`config.mk`:
```
export PLATFORM = sky130hd
export DESIGN_NAME = final_round_dec_out
export DESIGN_NICKNAME = d
export VERILOG_FILES = /design/src/rtl/final_round_dec_out.sv
export SDC_FILE = /design/constraint.sdc
export NUM_CORES = 2
export LEC_CHECK = 0
export CAP_MARGIN = 15
export CORE_MARGIN = 2
export CORE_UTILIZATION = 30
export CTS_CLUSTER_DIAMETER = 40
export DETAILED_ROUTE_END_ITERATION = 16
export SYNTH_ARGS = -nofsm -noshare
export SYNTH_HDL_FRONTEND = slang
export SYNTH_SLANG_ARGS = --single-unit
```
`constraint.sdc`:
```
create_clock -name clk -period 3.6 [get_ports clk]
set_input_delay 0.72 -clock clk [delete_from_list [all_inputs] [get_ports clk]]
set_output_delay 0.72 -clock clk [all_outputs]
set_load 0.02 [all_outputs]
```
`src/rtl/final_round_dec_out.sv`:
```
// final_round_dec_out
//   Last stage of the AES-128 inverse cipher: undoes round 1 and applies the
//   cipher key, then buffers plaintext blocks in a 2-entry output FIFO with
//   valid/ready handshake.
//
//   Stage 1 (registered): s1 = InvSubBytes(InvShiftRows(InvMixColumns(IN ^ KEY1)))
//   Stage 2 (comb)      : ptxt = s1 ^ k0_q, pushed into the FIFO when s1_valid
//
// Ports
//   clk        in   clock, rising edge
//   rst        in   asynchronous active-low reset
//   in_valid   in   IN/KEY1/KEY0 carry a block this cycle
//   IN         in   state from the earlier decryption rounds
//   KEY1       in   round key 1
//   KEY0       in   round key 0 (cipher key)
//   out_ready  in   consumer accepts OUT this cycle
//   out_valid  out  OUT holds a valid plaintext block
//   OUT        out  plaintext block (holds the last head value when empty)
//   overflow   out  sticky: a block was dropped because the FIFO was full
//   drop_cnt   out  (only with AES_DEC_DROP_CNT_EN) saturating drop count
//
// Configuration macro: AES_DEC_DROP_CNT_EN adds the drop_cnt output.
// The transforms are the AES byte transforms and assume BLOCK_LENGTH = 128.

module final_round_dec_out #(
  parameter int BLOCK_LENGTH = 128
) (
  input  logic                    clk,
  input  logic                    rst,
  input  logic                    in_valid,
  input  logic [BLOCK_LENGTH-1:0] IN,
  input  logic [BLOCK_LENGTH-1:0] KEY1,
  input  logic [BLOCK_LENGTH-1:0] KEY0,
  input  logic                    out_ready,
  output logic                    out_valid,
  output logic [BLOCK_LENGTH-1:0] OUT,
  output logic                    overflow
`ifdef AES_DEC_DROP_CNT_EN
  ,
  output logic [7:0]              drop_cnt
`endif
);

  // Inverse S-box, byte x lives at bits [8*(255-x)+7 -: 8].
  localparam logic [2047:0] INV_SBOX = {
    128'h52096ad53036a538bf40a39e81f3d7fb,
    128'h7ce339829b2fff87348e4344c4dee9cb,
    128'h547b9432a6c2233dee4c950b42fac34e,
    128'h082ea16628d924b2765ba2496d8bd125,
    128'h72f8f66486689816d4a45ccc5d65b692,
    128'h6c704850fdedb9da5e154657a78d9d84,
    128'h90d8ab008cbcd30af7e45805b8b34506,
    128'hd02c1e8fca3f0f02c1afbd0301138a6b,
    128'h3a9111414f67dcea97f2cfcef0b4e673,
    128'h96ac7422e7ad3585e2f937e81c75df6e,
    128'h47f11a711d29c5896fb7620eaa18be1b,
    128'hfc563e4bc6d279209adbc0fe78cd5af4,
    128'h1fdda8338807c731b11210592780ec5f,
    128'h60517fa919b54a0d2de57a9f93c99cef,
    128'ha0e03b4dae2af5b0c8ebbb3c83539961,
    128'h172b047eba77d626e169146355210c7d
  };

  // ---------------------------------------------------------------------------
  // Transform blocks. State byte i (i = row + 4*col) sits at bits
  // [BLOCK_LENGTH-1-8*i -: 8], i.e. the first byte of the block is the MSB.
  // ---------------------------------------------------------------------------
  function automatic logic [BLOCK_LENGTH-1:0] key_add(
    input logic [BLOCK_LENGTH-1:0] s,
    input logic [BLOCK_LENGTH-1:0] k
  );
    return s ^ k;
  endfunction

  function automatic logic [7:0] xtime(input logic [7:0] b);
    return {b[6:0], 1'b0} ^ (b[7] ? 8'h1b : 8'h00);
  endfunction

  function automatic logic [BLOCK_LENGTH-1:0] inv_mix_columns(
    input logic [BLOCK_LENGTH-1:0] s
  );
    logic [BLOCK_LENGTH-1:0] r;
    logic [7:0] a [4];
    logic [7:0] x2 [4];
    logic [7:0] x4 [4];
    logic [7:0] x8 [4];
    logic [7:0] m9 [4];
    logic [7:0] mb [4];
    logic [7:0] md [4];
    logic [7:0] me [4];
    r = '0;
    for (int c = 0; c < 4; c++) begin
      for (int j = 0; j < 4; j++) begin
        a[j]  = s[BLOCK_LENGTH-1-8*(4*c+j) -: 8];
        x2[j] = xtime(a[j]);
        x4[j] = xtime(x2[j]);
        x8[j] = xtime(x4[j]);
        m9[j] = x8[j] ^ a[j];
        mb[j] = x8[j] ^ x2[j] ^ a[j];
        md[j] = x8[j] ^ x4[j] ^ a[j];
        me[j] = x8[j] ^ x4[j] ^ x2[j];
      end
      r[BLOCK_LENGTH-1-8*(4*c+0) -: 8] = me[0] ^ mb[1] ^ md[2] ^ m9[3];
      r[BLOCK_LENGTH-1-8*(4*c+1) -: 8] = m9[0] ^ me[1] ^ mb[2] ^ md[3];
      r[BLOCK_LENGTH-1-8*(4*c+2) -: 8] = md[0] ^ m9[1] ^ me[2] ^ mb[3];
      r[BLOCK_LENGTH-1-8*(4*c+3) -: 8] = mb[0] ^ md[1] ^ m9[2] ^ me[3];
    end
    return r;
  endfunction

  // Row r rotates right by r columns.
  function automatic logic [BLOCK_LENGTH-1:0] inv_shift_rows(
    input logic [BLOCK_LENGTH-1:0] s
  );
    logic [BLOCK_LENGTH-1:0] r;
    r = '0;
    for (int row = 0; row < 4; row++) begin
      for (int c = 0; c < 4; c++) begin
        r[BLOCK_LENGTH-1-8*(row+4*((c+row)%4)) -: 8] = s[BLOCK_LENGTH-1-8*(row+4*c) -: 8];
      end
    end
    return r;
  endfunction

  function automatic logic [BLOCK_LENGTH-1:0] inv_sub_bytes(
    input logic [BLOCK_LENGTH-1:0] s
  );
    logic [BLOCK_LENGTH-1:0] r;
    logic [7:0] b;
    r = '0;
    for (int i = 0; i < BLOCK_LENGTH/8; i++) begin
      b = s[BLOCK_LENGTH-1-8*i -: 8];
      r[BLOCK_LENGTH-1-8*i -: 8] = INV_SBOX[{~b, 3'b111} -: 8];
    end
    return r;
  endfunction

  // ---------------------------------------------------------------------------
  // Stage 1
  // ---------------------------------------------------------------------------
  logic [BLOCK_LENGTH-1:0] s1_d;
  logic [BLOCK_LENGTH-1:0] s1;
  logic [BLOCK_LENGTH-1:0] k0_q;
  logic                    s1_valid;
  // Low until the first edge after reset release, so a block sitting on the
  // inputs while reset is let go is never captured.
  logic                    armed;

  always_comb begin
    s1_d = inv_sub_bytes(inv_shift_rows(inv_mix_columns(key_add(IN, KEY1))));
  end

  always_ff @(posedge clk or negedge rst) begin
    if (!rst) begin
      s1       <= '0;
      k0_q     <= '0;
      s1_valid <= 1'b0;
      armed    <= 1'b0;
    end else begin
      armed    <= 1'b1;
      s1       <= s1_d;
      k0_q     <= KEY0;
      s1_valid <= in_valid && armed;
    end
  end

  // ---------------------------------------------------------------------------
  // Stage 2: key 0 add and 2-entry output FIFO
  // ---------------------------------------------------------------------------
  logic [BLOCK_LENGTH-1:0] ptxt;
  logic [BLOCK_LENGTH-1:0] mem0, mem1;
  logic [BLOCK_LENGTH-1:0] mem0_next, mem1_next;
  logic [BLOCK_LENGTH-1:0] head_next;
  logic [BLOCK_LENGTH-1:0] out_q;
  logic                    wr_ptr, rd_ptr;
  logic                    wr_next, rd_next;
  logic [1:0]              count, count_next;
  logic                    full, push, pop, drop;
  logic                    overflow_q;

  always_comb begin
    ptxt       = key_add(s1, k0_q);
    full       = (count == 2'd2);
    pop        = (count != 2'd0) && out_ready;
    // A full FIFO still accepts a push when the head leaves in the same cycle.
    push       = s1_valid && (!full || pop);
    drop       = s1_valid && full && !pop;
    wr_next    = wr_ptr ^ push;
    rd_next    = rd_ptr ^ pop;
    count_next = count + {1'b0, push} - {1'b0, pop};
    mem0_next  = (push && !wr_ptr) ? ptxt : mem0;
    mem1_next  = (push &&  wr_ptr) ? ptxt : mem1;
    head_next  = rd_next ? mem1_next : mem0_next;
  end

  always_ff @(posedge clk or negedge rst) begin
    if (!rst) begin
      mem0       <= '0;
      mem1       <= '0;
      wr_ptr     <= 1'b0;
      rd_ptr     <= 1'b0;
      count      <= 2'd0;
      out_q      <= '0;
      overflow_q <= 1'b0;
    end else begin
      mem0   <= mem0_next;
      mem1   <= mem1_next;
      wr_ptr <= wr_next;
      rd_ptr <= rd_next;
      count  <= count_next;
      // OUT is a register so it keeps the last head once the FIFO drains.
      if (count_next != 2'd0) begin
        out_q <= head_next;
      end
      if (drop) begin
        overflow_q <= 1'b1;
      end
    end
  end

  assign out_valid = (count != 2'd0);
  assign OUT       = out_q;
  assign overflow  = overflow_q;

`ifdef AES_DEC_DROP_CNT_EN
  logic [7:0] drop_cnt_q;

  always_ff @(posedge clk or negedge rst) begin
    if (!rst) begin
      drop_cnt_q <= 8'd0;
    end else if (drop && (drop_cnt_q != 8'hff)) begin
      drop_cnt_q <= drop_cnt_q + 8'd1;
    end
  end

  assign drop_cnt = drop_cnt_q;
`endif

endmodule
```
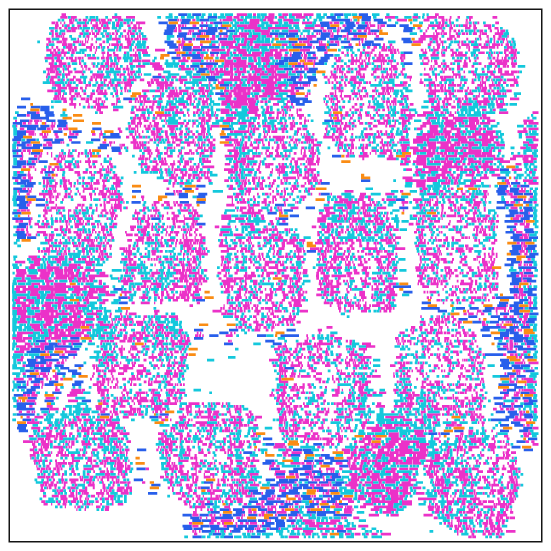
(cell classes on the final placement)
(1 px per µm)
legend:
  cyan:
    class: remaining buffers and delay cells
    cells: 5,393
    share_of_their_area: 33%
  magenta:
    class: remaining logic cells
    cells: 9,526
    share_of_their_area: 52%
  orange:
    class: clock drivers and dummy loads
    cells: 246
    share_of_their_area: 3.3%
  blue:
    class: sequential cells
    cells: 647
    share_of_their_area: 11%
Seq/total area: 10.9%
Rows: 193
design area: 148,000 µm²

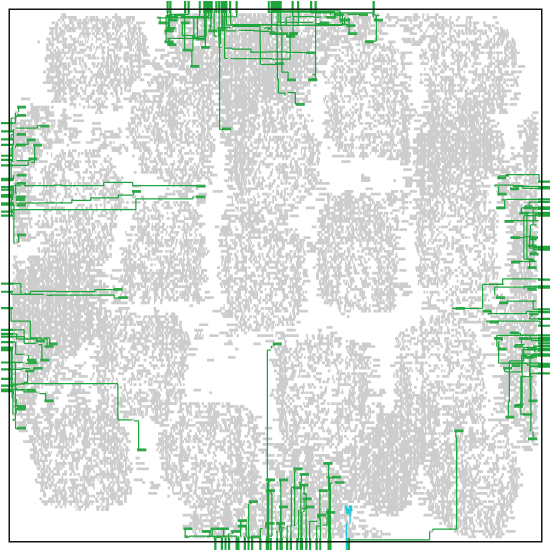
(port wiring)
(1 px per µm)
legend:
  green:
    port: KEY0
    bits: 128
    direction: input
    edge: 34 east, 33 west, 32 north, 29 south
    end_cells: 128
    wire: 7,600 µm
  cyan:
    port: out_ready
    bits: 1
    direction: input
    edge: south
    end_cells: 6
    wire: 48.6 µm
I/O pin count: 518
Port Buffers: 517

==> impl_metrics.toml <==
# implementation run metrics
[synth]
top_area_share_pct = 19.4
edf_count = 0
aoi_share_pct = 33.2
yosys-top-cells-count = "nor2_1, nand2_1, a21oi_1"
yosys-stat-cells = 11267
async_flop_share_pct = 100
netlist_area_um2 = 83300
largest_area_cell = "dfrtp_1"
synthSimpleGateAreaFrac_pct = 19.0
syn_nets = 11876
synth.avg_cell_area_um2 = 7.39

[global_route]
grt_usage_pct = 33.9
grt_max_degree = 74
first_global_vias = 111704
grt_overflow = 0

[setup_path]
critical-path-top-delay-family = "XOR/XNOR gates"
crit_slowest_cell = "xnor3_4"
crit_path_max_incr_delay_ps = 520
cp.required_ps = 4300
critical_path_depth = 18
reg2reg_slack_ps = 1110
setup.worst_path.start = "IN[109]"
critPathBufInv = 7
crit_chain = "buf_8, xor2_4, buf_12, xnor3_2, xor2_2, buf_4, xnor3_4, buf_12, xnor2_4, buf_6, buf_12, buf_16, xnor2_4, nor2_2, a211oi_1, o22ai_1, a211o_1, a22oi_2"

[final_layout]
nonClkBufAreaFrac_pct = 32.4
syn_to_final_growth_pct = 77.8
layout_top_cells = "buf_4, nand2_1, nor2_1"
fill_cells = 25497
nClkBuffers = 156
layout-drive-gt1-share_pct = 44.3
lay_top_count = "buf_4"

[drt]
viasPerCell = 5.95
firstDrtPassIters = 7
postRouteWirelength_um = 509000

[final_timing]
clock.fmax_mhz = 262
min_period_ps = 3820
tightest_slew_ps = 909
worst_slack_ps = -218
finalSetupViolCount = 32
slew_headroom_pct = 39.0
rsz0062_at_grt = "true"

[run]
maxCapViolations = 0

[floorplan]
fp_util_pct = 30.2

[placed_design]
dp_cells = 18665
gp_congestion = 1.05

[status]
status = "finished with violations"
violations = "negative setup slack"

[min_path]
hold_start = "KEY0[93]"
whs_endpoint = "k0_q[93]"
min_path_type = "input port to flip-flop"
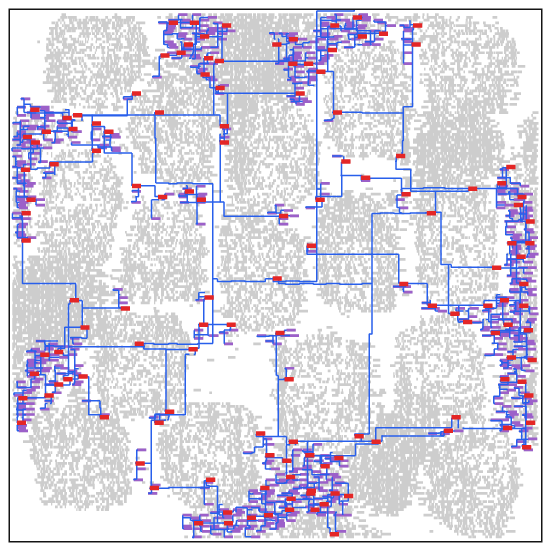
(clock distribution)
(1 px per µm)
legend:
  purple:
    item: flip-flops
    count: 647
  blue:
    item: clock wires
    length: 12,400 µm
  red:
    item: clock-net drivers
    count: 138
routed clock nets: 139
flops lie: spread over the die

layer usage:
layer	part of all wire [%]	track usage [%]	routed length, µm
met2	44	53.2	225000
met4	6.6	17.8	33600
met3	9.7	5.44	49400
met5	0.0055	0	28
met1	39	44.6	201000
per-stage QoR:
stage	setup TNS (ps)	area, µm²	setup slack, ps	hold slack [ps]
6_report	-1900	148000	-218	288
3_3_place_gp	-165050	129000	-1690	432
5_1_grt	-6050	148000	-287	280
3_5_place_dp	-163740	129000	-1670	440
4_1_cts	-1080	141000	-90.3	243
2_1_floorplan	-21420	90000	-534	424
worst reg2reg max path, cell delays in order (launching register included):
cell     delay [ps]
dfrtp_1         440
nor3b_1         290
nor2b_1         100
buf_4           180
ha_4            240
buf_12          190
buf_4           270
nor2_1          100
a21oi_1          60
mux2i_1         340
o21ai_0         130
